File: src/rtl/fan_pwm_scheduler_if.sv
// Fan PWM scheduler control bus.
//   Buttons   : i_btn_up, i_btn_down, i_btn_off (single-cycle debounced pulses)
//   Counter   : i_counter, the external free-running PWM period count
//   Status    : o_pwm (fan drive), o_state (mode), o_duty (applied duty),
//               o_led (one-hot mode), o_busy (duty still ramping)
// master drives the buttons and the counter; slave is the scheduler.
interface fan_pwm_scheduler_if;
  logic       i_btn_up;
  logic       i_btn_down;
  logic       i_btn_off;
  logic [9:0] i_counter;
  logic       o_pwm;
  logic [1:0] o_state;
  logic [9:0] o_duty;
  logic [3:0] o_led;
  logic       o_busy;

  modport master (
    output i_btn_up, i_btn_down, i_btn_off, i_counter,
    input  o_pwm, o_state, o_duty, o_led, o_busy
  );

  modport slave (
    input  i_btn_up, i_btn_down, i_btn_off, i_counter,
    output o_pwm, o_state, o_duty, o_led, o_busy
  );
endinterface

File: src/rtl/fan_pwm_scheduler.sv
// Fan PWM scheduler: a four-mode speed FSM (OFF/LOW/MID/HIGH) driven by
// button pulses, plus a duty ramp that moves the applied duty toward the
// mode's target by at most P_RAMP_STEP per PWM period, and the PWM
// comparator itself.
//   i_clk   : sole clock, rising edge
//   i_reset : synchronous, active-high reset
//   bus     : slave side of fan_pwm_scheduler_if (buttons, counter in;
//             pwm, state, duty, led, busy out)
module fan_pwm_scheduler #(
  parameter int unsigned P_PERIOD_MAX = 999,
  parameter int unsigned P_DUTY_LOW   = 300,
  parameter int unsigned P_DUTY_MID   = 600,
  parameter int unsigned P_DUTY_HIGH  = 900,
  parameter int unsigned P_RAMP_STEP  = 100
) (
  input  logic                i_clk,
  input  logic                i_reset,
  fan_pwm_scheduler_if.slave  bus
);

  typedef enum logic [1:0] {
    S_OFF  = 2'd0,
    S_LOW  = 2'd1,
    S_MID  = 2'd2,
    S_HIGH = 2'd3
  } mode_e;

  // Ramp arithmetic is carried at 11 bits so duty + step never wraps.
  localparam logic [10:0] L_STEP   = 11'(P_RAMP_STEP);
  localparam logic [10:0] L_LOW    = 11'(P_DUTY_LOW);
  localparam logic [10:0] L_MID    = 11'(P_DUTY_MID);
  localparam logic [10:0] L_HIGH   = 11'(P_DUTY_HIGH);
  localparam logic [9:0]  L_CNTMAX = 10'(P_PERIOD_MAX);

  mode_e       mode_q, mode_d;
  logic [9:0]  duty_q, duty_d;
  logic [3:0]  led_q, led_d;
  logic        pwm_q;

  logic [10:0] duty_ext;
  logic [10:0] tgt_d;
  logic [10:0] tgt_q;
  logic [10:0] sum;
  logic [10:0] diff;
  logic        boundary;

  function automatic logic [10:0] target_of(input mode_e m);
    logic [10:0] t;
    case (m)
      S_LOW:   t = L_LOW;
      S_MID:   t = L_MID;
      S_HIGH:  t = L_HIGH;
      default: t = '0;
    endcase
    return t;
  endfunction

  always_comb begin
    mode_d = mode_q;
    if (bus.i_btn_off) begin
      mode_d = S_OFF;
    end else if (bus.i_btn_up ^ bus.i_btn_down) begin
      if (bus.i_btn_up) begin
        if (mode_q != S_HIGH) mode_d = mode_e'(mode_q + 2'd1);
      end else begin
        if (mode_q != S_OFF)  mode_d = mode_e'(mode_q - 2'd1);
      end
    end
  end

  // Counter values above the period maximum never match, so they are
  // simply ignored.
  assign boundary = (bus.i_counter == L_CNTMAX);

  // The ramp targets the *next* mode so a mode change landing on a
  // boundary cycle is applied at that same boundary.
  always_comb begin
    duty_ext = {1'b0, duty_q};
    tgt_d    = target_of(mode_d);
    tgt_q    = target_of(mode_q);
    sum      = duty_ext + L_STEP;
    diff     = duty_ext - tgt_d;
    duty_d   = duty_q;
    if (mode_d == S_OFF) begin
      // Emergency stop: clear immediately, independent of counter phase.
      duty_d = '0;
    end else if (boundary) begin
      if (duty_ext < tgt_d) begin
        duty_d = (sum >= tgt_d) ? tgt_d[9:0] : sum[9:0];
      end else if (duty_ext > tgt_d) begin
        duty_d = (diff <= L_STEP) ? tgt_d[9:0] : duty_q - L_STEP[9:0];
      end
    end
    led_d = 4'b0001 << mode_d;
  end

  always_ff @(posedge i_clk) begin
    if (i_reset) begin
      mode_q <= S_OFF;
      duty_q <= '0;
      led_q  <= 4'b0001;
      pwm_q  <= 1'b0;
    end else begin
      mode_q <= mode_d;
      duty_q <= duty_d;
      led_q  <= led_d;
      pwm_q  <= (bus.i_counter < duty_q);
    end
  end

  assign bus.o_pwm   = pwm_q;
  assign bus.o_state = mode_q;
  assign bus.o_duty  = duty_q;
  assign bus.o_led   = led_q;
  assign bus.o_busy  = (duty_ext != tgt_q);

endmodule

File: src/flat_wrapper.sv
// flat-port wrapper written by rule: the top's interface ports become plain ports
module fan_pwm_scheduler_flat 
#(
  parameter int unsigned P_PERIOD_MAX = 999,
  parameter int unsigned P_DUTY_LOW   = 300,
  parameter int unsigned P_DUTY_MID   = 600,
  parameter int unsigned P_DUTY_HIGH  = 900,
  parameter int unsigned P_RAMP_STEP  = 100
)
  (i_clk, i_reset, bus_i_btn_up, bus_i_btn_down, bus_i_btn_off, bus_i_counter, bus_o_pwm, bus_o_state, bus_o_duty, bus_o_led, bus_o_busy);
  fan_pwm_scheduler_if bus_i ();
  input  logic i_clk;
  input  logic i_reset;
  input wire logic [$bits(bus_i.i_btn_up)-1:0] bus_i_btn_up;
  input wire logic [$bits(bus_i.i_btn_down)-1:0] bus_i_btn_down;
  input wire logic [$bits(bus_i.i_btn_off)-1:0] bus_i_btn_off;
  input wire logic [$bits(bus_i.i_counter)-1:0] bus_i_counter;
  output wire logic [$bits(bus_i.o_pwm)-1:0] bus_o_pwm;
  output wire logic [$bits(bus_i.o_state)-1:0] bus_o_state;
  output wire logic [$bits(bus_i.o_duty)-1:0] bus_o_duty;
  output wire logic [$bits(bus_i.o_led)-1:0] bus_o_led;
  output wire logic [$bits(bus_i.o_busy)-1:0] bus_o_busy;
  assign bus_i.i_btn_up = bus_i_btn_up;
  assign bus_i.i_btn_down = bus_i_btn_down;
  assign bus_i.i_btn_off = bus_i_btn_off;
  assign bus_i.i_counter = bus_i_counter;
  assign bus_o_pwm = bus_i.o_pwm;
  assign bus_o_state = bus_i.o_state;
  assign bus_o_duty = bus_i.o_duty;
  assign bus_o_led = bus_i.o_led;
  assign bus_o_busy = bus_i.o_busy;
  fan_pwm_scheduler #(.P_PERIOD_MAX(P_PERIOD_MAX), .P_DUTY_LOW(P_DUTY_LOW), .P_DUTY_MID(P_DUTY_MID), .P_DUTY_HIGH(P_DUTY_HIGH), .P_RAMP_STEP(P_RAMP_STEP)) u_core (.i_clk(i_clk), .i_reset(i_reset), .bus(bus_i));
endmodule
File: config.mk
export PLATFORM = sky130hd
export DESIGN_NAME = fan_pwm_scheduler_flat
export DESIGN_NICKNAME = d
export VERILOG_FILES = /design/src/rtl/fan_pwm_scheduler_if.sv /design/src/rtl/fan_pwm_scheduler.sv /design/src/flat_wrapper.sv
export SDC_FILE = /design/constraint.sdc
export NUM_CORES = 1
export LEC_CHECK = 0
export ABC_AREA = 0
export ABC_CLOCK_PERIOD_IN_PS = 5400
export CAP_MARGIN = 20
export CORE_AREA = 2 2 71 66
export DETAILED_ROUTE_END_ITERATION = 16
export DIE_AREA = 0 0 73 68
export PLACE_DENSITY = 0.72
export SYNTH_ARGS = -nofsm -noshare
export SYNTH_HDL_FRONTEND = slang
export SYNTH_SLANG_ARGS = --single-unit
File: constraint.sdc
create_clock -name i_clk -period 5.4 [get_ports i_clk]
set_clock_uncertainty 0.1 [all_clocks]
set_input_delay 1.62 -clock i_clk [delete_from_list [all_inputs] [get_ports i_clk]]
set_output_delay 1.62 -clock i_clk [all_outputs]
set_load 0.03 [all_outputs]
==> results.yml, run 1 <==
# generated from flow reports
outcome:
  outcome: "completed"
finish:
  nNetsFinal: 371
  syn_to_final_growth_pct: 34.5
  layout-drive-gt1-share_pct: 21.8
  final_util_pct: 64.5
  lay_top_cells: "ha_1 (34), buf_4 (30), clkdlybuf4s50_1 (29)"
  stdcell_area_um2: 2760
min_path:
  worstHoldStart: "u_core.bus.o_duty[7]"
  worstHoldEndpoint: "u_core.bus.o_duty[7]"
  whs_path_depth: 2
  hp-class: "register to register"
global_route:
  top_usage_layer: "met2"
  grt_max_degree: 12
  grtUsageMet1_pct: 31.8
  grt_pass1_wl_mm: 9.19
  overflow: 0
  grt_pass1_vias: 2042
synthesis:
  ys_seq_share_pct: 14.6
  async_flop_share_pct: 0
  xor_area_share_pct: 5.97
  synthAoiAreaFrac_pct: 28.0
  mux_area_share_pct: 0
  ys_sh_simple_pct: 21.1
  adder_share_pct: 23.5
  ys_cells: 261
  yosysWarnings: 0
  ys_types: 56
  enable_flop_cells: 0
  ys_ff: 15
flow_run:
  warnings: 37
  max_cap_viol_count: 0
floorplan:
  chipArea_um2: 4960
  core-area_um2: 4290
  die_h_um: 68
  rows: 23
  die_w_um: 73
  initCoreUtil_pct: 47.9
final_timing:
  fin_ws_ps: 102
  tightest_slew_ps: 623
  max_slew_margin_pct: 58.2
  setup_viol: 0
  clock.fmax_mhz: 189
  fin_crit_sh_pct: 98.1
  fin_crit_ps: 5300
placed_design:
  place_area_um2: 2600
  dp_hpwl_mm: 4.65
  dp_slack_ps: -137
clock_network:
  clkTransAtPathRegs_ps: 60
  cts_sinks: 15
  htree_levels: 1
  ctsHoldBuffers: 0
  cts_buffer_depth: 2
  cts_resized: 0
  worstSkewPairLatency_ps: 250
  clockRootBuffer: "clkbuf_8"
  postCtsSetupBuffers: 0
pwr:
  vdd_drop_max_v: 0.000172
  total_power_mw: 0.357
  p_leak_nw: 1.18
drt:
  met2WireLength_mm: 2.78
  first_pass_iters: 6
  drt_iter0_drc: 180
  drcViolationCount: 0
  met3_length_um: 378
  ant_nets: 0
  wl_met1_mm: 2.66
critical_path:
  startpoint: "bus_i_btn_down"
  r2r_cells: 20
  critPathSlowestCell: "clkdlybuf4s50_1"
  crit_fanout: 5
  crit_type: "input port to register"
  worstReg2RegEnd: "u_core.bus.o_duty[2]"
  end_kind: "register"
  cpPeakStageDelay_ps: 510
  start_kind: "input port"
  required_ps: 5440
  path_cells: "clkdlybuf4s50_1, nor2b_4, nand2_1, a31o_4, inv_1, ha_2, nor2_1, inv_1, ha_2, inv_1, fa_2, a211oi_4, nor2_1, nor2_1, o41a_1, a31oi_4, buf_4, buf_4, o211ai_1, a21oi_1"
-- run 1: layout make-up --
cell class              count  area, um^2  area share [%]
clock buffers               4        45.0            1.63
inverters                  23        86.3            3.12
multi-input cells         215        1740            63.0
flip-flops and latches     15         300            10.9
well taps                  50        62.6            2.26
repair buffers             60         528            19.1
-- run 1: synthesized netlist by cell type, types with 2 or more instances --
cell type / count / area, um^2
nand2b_1: 5 / 31.3
a31o_2: 2 / 17.5
nand3_1: 12 / 60.1
o21ai_0: 9 / 45.0
a21oi_2: 2 / 17.5
nor3_1: 6 / 30.0
buf_4: 2 / 15.0
o41ai_2: 3 / 48.8
and2_1: 2 / 12.5
nor2_1: 28 / 105
a211oi_2: 2 / 25.0
a221oi_1: 2 / 17.5
o31a_1: 2 / 17.5
o211a_1: 2 / 20.0
xor2_1: 3 / 26.3
and3_1: 5 / 31.3
a211oi_1: 5 / 37.5
a21oi_1: 10 / 50.1
nand2_1: 20 / 75.1
nor2_2: 3 / 18.8
a31oi_1: 3 / 18.8
o21a_1: 4 / 30.0
o221ai_1: 2 / 17.5
xnor2_1: 11 / 96.3
a21o_1: 2 / 15.0
dfxtp_1: 15 / 300
a221o_1: 2 / 20.0
o31ai_1: 3 / 22.5
ha_1: 37 / 463
clkbuf_1: 5 / 18.8
inv_1: 23 / 86.3
nand4_1: 4 / 25.0
nor2b_1: 2 / 12.5
-- run 1: worst max-delay path: cells and delay by family --
family / cells / cell delay [ps]
buffers and inverters: 6 / 1020
AOI/OAI and AO/OA: 6 / 1290
adders and majority gates: 3 / 740
and+or+nand+nor: 5 / 660
-- run 1: where the power goes --
part | internal [mW] | total (mW) | switching, mW
logic | 0.0741 | 0.154 | 0.0797
clock network | 0.0522 | 0.0900 | 0.0378
registers | 0.112 | 0.113 | 0.000820
**Run 1: I/O nets highlighted**

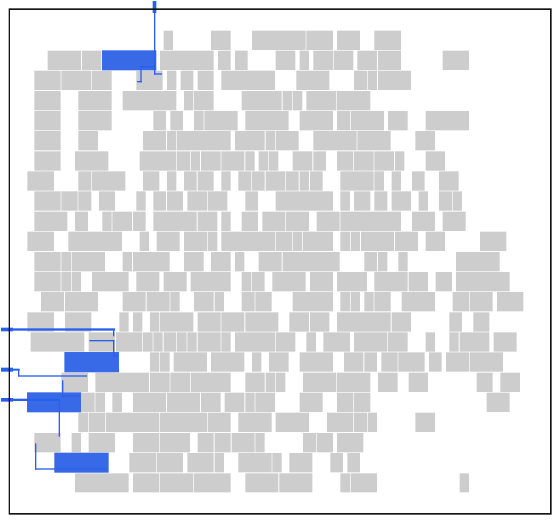
legend:
  bus_o_led:
    color: blue
    bits: 4
    direction: output
    end_cells: 4
    wire: 73.0 um
count of input and output buffers: 30
I/O Pins: 33

**Run 1: gate families picked out**

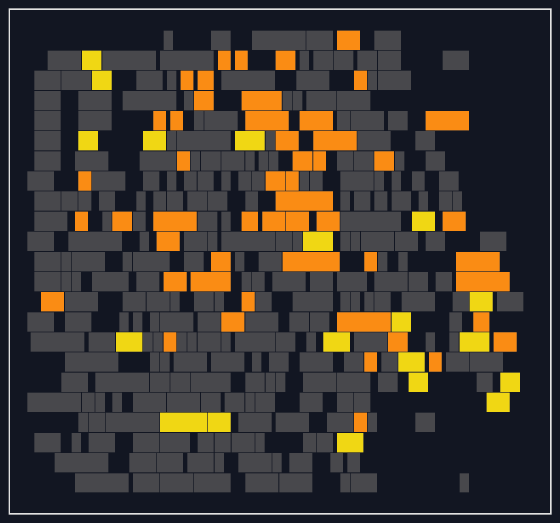
legend:
  inverting AOI/OAI gates:
    color: orange
    cells: 51
  AND-OR and OR-AND gates:
    color: yellow
    cells: 19
Final Instance Count excl. Fillers: 367
highest-count logic cell in the final layout: ha_1
multi-input combinational area share: 63.0%

**Run 1: signal wires by layer**

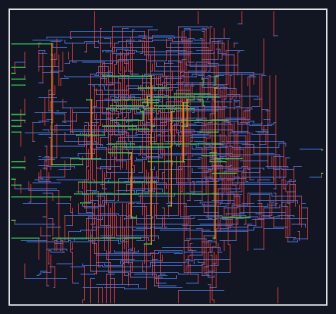
legend:
  met2:
    color: red
    wire_length: 2780 um
  met1:
    color: blue
    wire_length: 2660 um
  met3:
    color: green
    wire_length: 379 um
  met4:
    color: orange
    wire_length: 173 um
gr usage total: 23.8%
drt wl/cell: 16.3 um
Vias: 2183
WL final: 6.00 mm

==> run 2: changes to the inputs <==
--- a/config.mk
+++ b/config.mk
@@ -12,6 +12,7 @@
 export DETAILED_ROUTE_END_ITERATION = 16
 export DIE_AREA = 0 0 73 68
 export PLACE_DENSITY = 0.72
+export SKIP_LAST_GASP = 1
 export SYNTH_ARGS = -nofsm -noshare
 export SYNTH_HDL_FRONTEND = slang
 export SYNTH_SLANG_ARGS = --single-unit
**Run 2: I/O nets highlighted**

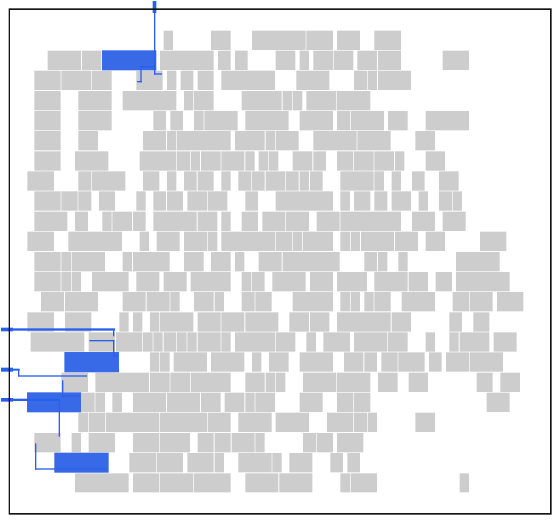
legend:
  bus_o_led:
    color: blue
    bits: 4
    direction: output
    end_cells: 4
    wire: 73.0 um

**Run 2: gate families picked out**

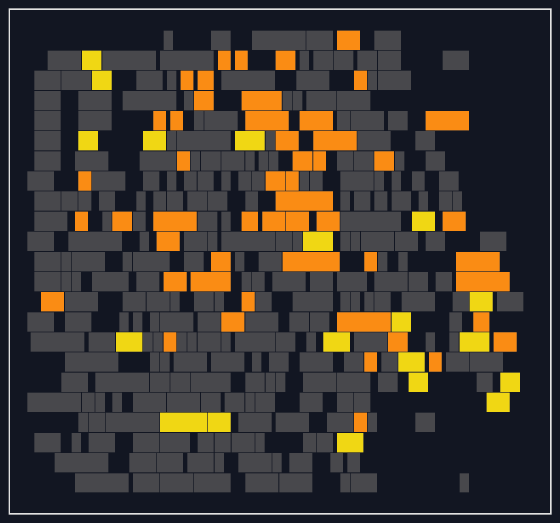
legend:
  inverting AOI/OAI gates:
    color: orange
    cells: 51
  AND-OR and OR-AND gates:
    color: yellow
    cells: 19

==> run 2 against run 1 <==
Against the previous run: fmax stayed put; total power stayed put; flip-flop count stayed put; register-to-register slack hardly changed; synthesized area stayed put; worst setup slack stayed put; routed wire length stayed put; count of clock-buffer cells in the layout stayed put; core utilization stayed put; critical path depth stayed put; combinational power hardly changed; critical path type unchanged.
==> results.yml, run 2 <==
# generated from flow reports
outcome:
  outcome: "completed"
synthesis:
  ys_seq_share_pct: 14.6
  yosysWarnings: 0
  top_cell_area_share_pct: 22.5
  ys_cells: 261
  enable_flop_cells: 0
  area_leaders: "ha_1 (23%), dfxtp_1 (15%), nor2_1 (5.1%)"
  ys_top_cells_by_count: "ha_1 (37), nor2_1 (28), inv_1 (23), nand2_1 (20), dfxtp_1 (15)"
  ys_ff: 15
  yosysMostFrequentCell: "ha_1"
  ys_types: 56
  async_flop_share_pct: 0
  synth.largest_area_cell: "ha_1"
flow_run:
  max_cap_viol_count: 0
  warnings: 37
global_route:
  grt_pass1_wl_mm: 9.19
  grt_pass1_vias: 2042
  overflow: 0
  grt_max_degree: 12
  antenna_found_initial: 0
final_timing:
  clock.fmax_mhz: 189
  fin_crit_sh_pct: 98.1
  setup_viol: 0
  max_slew_margin_pct: 58.2
  fin_ws_ps: 102
  tightest_slew_ps: 623
  fin_crit_ps: 5300
clock_network:
  postCtsSetupBuffers: 0
  clkTransAtPathRegs_ps: 60
  cts_buffer_depth: 2
  cts_sinks: 15
  worstSkewPairLatency_ps: 250
  clockRootBuffer: "clkbuf_8"
pwr:
  p_leak_nw: 1.18
  p_clk_share_pct: 25.2
  vdd_drop_max_v: 0.000172
  total_power_mw: 0.357
  pwr-share-seq_pct: 31.6
  power_switching_share_pct: 33.2
  internal_power_mw: 0.238
finish:
  instances_no_fill: 367
  lay_top_count: "ha_1"
  stdcell_area_um2: 2760
  layout-drive-gt1-share_pct: 21.8
  nNetsFinal: 371
  lay_top_cells: "ha_1 (34), buf_4 (30), clkdlybuf4s50_1 (29)"
  syn_to_final_growth_pct: 34.5
floorplan:
  io_pins: 33
  chipArea_um2: 4960
  initCoreUtil_pct: 47.9
  die_w_um: 73
  rows: 23
  die_h_um: 68
  core-area_um2: 4290
critical_path:
  crit_type: "input port to register"
  required_ps: 5440
  cp_top_family: "AND-OR/OR-AND gates"
  crit_fanout: 5
  end_kind: "register"
  critPathSlowestCell: "clkdlybuf4s50_1"
  cpPeakStageDelay_ps: 510
  start_kind: "input port"
  critPathBufInv: 6
  arrival_ps: 5330
drt:
  dr_total_vias: 2183
  drt_iter0_drc: 180
  drcViolationCount: 0
  ant_nets: 0
  first_pass_iters: 6
  wl_mm: 6.00
  wl_per_cell_um: 16.3
placed_design:
  dp_slack_ps: -137
  place_area_um2: 2600
  port_buffers: 30
min_path:
  hp-class: "register to register"
run 2: kinds of logic after synthesis:
| group | synth area share (%) |
|---|---|
| DFF | 14.6 |
| other | 0.183 |
| buffers and inverters | 6.64 |
| AOI/OAI and AO/OA | 28.0 |
| adders and majority gates | 23.5 |
| and+or+nand+nor | 21.1 |
| xor gates and xnor gates | 5.97 |
run 2: final timing paths:
kind | end | cells after the start | start
setup / recovery | u_core.bus.o_duty[2] | 20 | bus_i_btn_down
hold / removal | u_core.bus.o_duty[7] | 2 | u_core.bus.o_duty[7]
setup reg to reg | u_core.bus.o_duty[2] | 20 | u_core.bus.o_state[1]
hold reg to reg | u_core.bus.o_duty[7] | 2 | u_core.bus.o_duty[7]
run 2: timing repair:
item / CTS / global route
hold endpoints to repair: 0 / 0
gates resized: 0 / 27
endpoints found under the setup margin: 0 / 8
hold buffers: 0 / 0
run 2: cell type report:
type | instances | area (um^2) | share of cell area [%]
Timing Repair Buffer | 60 | 528 | 19.1
Sequential cell | 15 | 300 | 10.9
Clock buffer | 4 | 45.0 | 1.63
Multi-Input combinational cell | 215 | 1740 | 63.0
Tap cell | 50 | 62.6 | 2.26
Inverter | 23 | 86.3 | 3.12
run 2: per-layer routing:
layer / share of wire (%) / vias up / global-route usage (%)
met5: 0 / - / 0
met4: 2.9 / 0 / 10.9
met3: 6.3 / 19 / 1.91
met2: 46 / 108 / 39.1
met1: 44 / 997 / 31.8
li1: - / 1059 / -
run 2: power groups by stage:
stage / Clock, mW / Combinational [mW] / Sequential, mW
3_5_place_dp: 0 / 0.132 / 0.115
6_report: 0.0900 / 0.154 / 0.113
4_1_cts: 0.0925 / 0.133 / 0.113
5_1_grt: 0.0961 / 0.166 / 0.113
3_3_place_gp: 0 / 0.130 / 0.115
2_1_floorplan: 0 / 0.0771 / 0.118
==> run 3: changes to the inputs <==
==> constraint.sdc (replaced) <==
create_clock -name i_clk -period 5.4 [get_ports i_clk]
set_clock_uncertainty 0.1 [all_clocks]
set_input_delay 1.62 -clock i_clk [delete_from_list [all_inputs] [get_ports i_clk]]
set_output_delay 1.62 -clock i_clk [all_outputs]
set_load 0.1 [all_outputs]
**Run 3: gate families picked out**

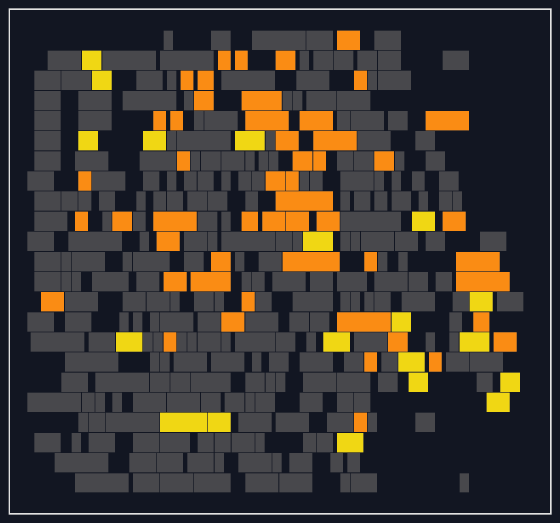
legend:
  AND-OR and OR-AND gates:
    color: yellow
    cells: 19
  inverting AOI/OAI gates:
    color: orange
    cells: 51

**Run 3: signal wires by layer**

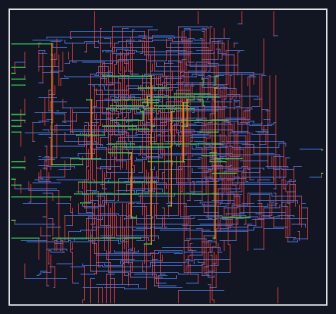
legend:
  met4:
    color: orange
    wire_length: 173 um
  met1:
    color: blue
    wire_length: 2660 um
  met3:
    color: green
    wire_length: 379 um
  met2:
    color: red
    wire_length: 2780 um

==> run 3 against run 2 <==
Against the previous run: non-clock buffer count unchanged; clock power barely moved; first-iteration DRC count unchanged; fmax unchanged; register-to-register slack barely moved; flip-flop count unchanged; synthesized cell count stayed put; die area stayed put; sequential power is essentially flat.
==> results.yml, run 3 <==
# generated from flow reports
final_timing:
  fin_crit_ps: 5300
  max_slew_margin_pct: 34.7
  fin_ws_ps: 102
  setup_viol: 0
  clock.fmax_mhz: 189
finish:
  syn_to_final_growth_pct: 34.5
  lay_top_cells: "ha_1 (34), buf_4 (30), clkdlybuf4s50_1 (29)"
  stdcell_area_um2: 2760
floorplan:
  die_w_um: 73
  initCoreUtil_pct: 47.9
  die_h_um: 68
  chipArea_um2: 4960
outcome:
  outcome: "completed"
critical_path:
  path_cells: "clkdlybuf4s50_1, nor2b_4, nand2_1, a31o_4, inv_1, ha_2, nor2_1, inv_1, ha_2, inv_1, fa_2, a211oi_4, nor2_1, nor2_1, o41a_1, a31oi_4, buf_4, buf_4, o211ai_1, a21oi_1"
  crit_type: "input port to register"
  required_ps: 5440
  critPathBufInv: 6
  crit_fanout: 5
  end_kind: "register"
clock_network:
  cts_sinks: 15
  worstSkewPairLatency_ps: 250
  htree_levels: 1
  clockRootBuffer: "clkbuf_8"
synthesis:
  enable_flop_cells: 0
  top_cell_area_share_pct: 22.5
  ys_top_cells_by_count: "ha_1 (37), nor2_1 (28), inv_1 (23), nand2_1 (20), dfxtp_1 (15)"
  area_leaders: "ha_1 (23%), dfxtp_1 (15%), nor2_1 (5.1%)"
global_route:
  antenna_found_initial: 0
  overflow: 0
  grt_pass1_vias: 2042
drt:
  wl_mm: 6.00
  wl_per_cell_um: 16.3
  first_pass_iters: 6
flow_run:
  warnings: 37
placed_design:
  dp_hpwl_mm: 4.65
  port_buffers: 30
[run 3: cell counts after synthesis]
No cell type changed its count.
[run 3: tightest hold or removal path, delay by kind of cell (launching register included)]
family / cells / cell delay, ps
flops: 1 / 420
simple gates: 2 / 180
[run 3: repair_timing]
action,4_1_cts,5_1_grt
setup buffers,0,0
gates resized,0,27
hold buffers,0,0
endpoints found under the setup margin,0,8
[run 3: cell families after synthesis]
| kind of cell | synth area share, % |
|---|---|
| compound gates | 28.0 |
| xor+xnor | 5.97 |
| fa+ha+maj | 23.5 |
| buf+inv | 6.64 |
| flops | 14.6 |
| other cells | 0.183 |
| simple gates | 21.1 |
[run 3: routing by layer]
layer / wire length (um) / share of wire (%)
met3: 378 / 6.3
met4: 173 / 2.9
met2: 2780 / 46
met5: 0 / 0
met1: 2660 / 44
[run 3: report_power, final]
part           internal [mW]  switching (mW)
logic                 0.0741          0.0937
clock network         0.0522          0.0378
registers              0.112        0.000820
[run 3: path summary, 6_finish.rpt]
| kind | from | to | slack [ps] |
|---|---|---|---|
| hold / removal | u_core.bus.o_duty[7] | u_core.bus.o_duty[7] | 540 |
| hold reg to reg | u_core.bus.o_duty[7] | u_core.bus.o_duty[7] | 540 |
| setup reg to reg | u_core.bus.o_state[1] | u_core.bus.o_duty[2] | 1300 |
| setup / recovery | bus_i_btn_down | u_core.bus.o_duty[2] | 100 |
[run 3: cell type report]
cell class / count / area, um^2 / area share (%)
clock buffer: 4 / 45.0 / 1.63
timing repair buffer: 60 / 528 / 19.1
tap: 50 / 62.6 / 2.26
sequential: 15 / 300 / 10.9
inverter: 23 / 86.3 / 3.12
multi-input combinational: 215 / 1740 / 63.0
No activity file was given, so power comes from the tool's default toggle rates.
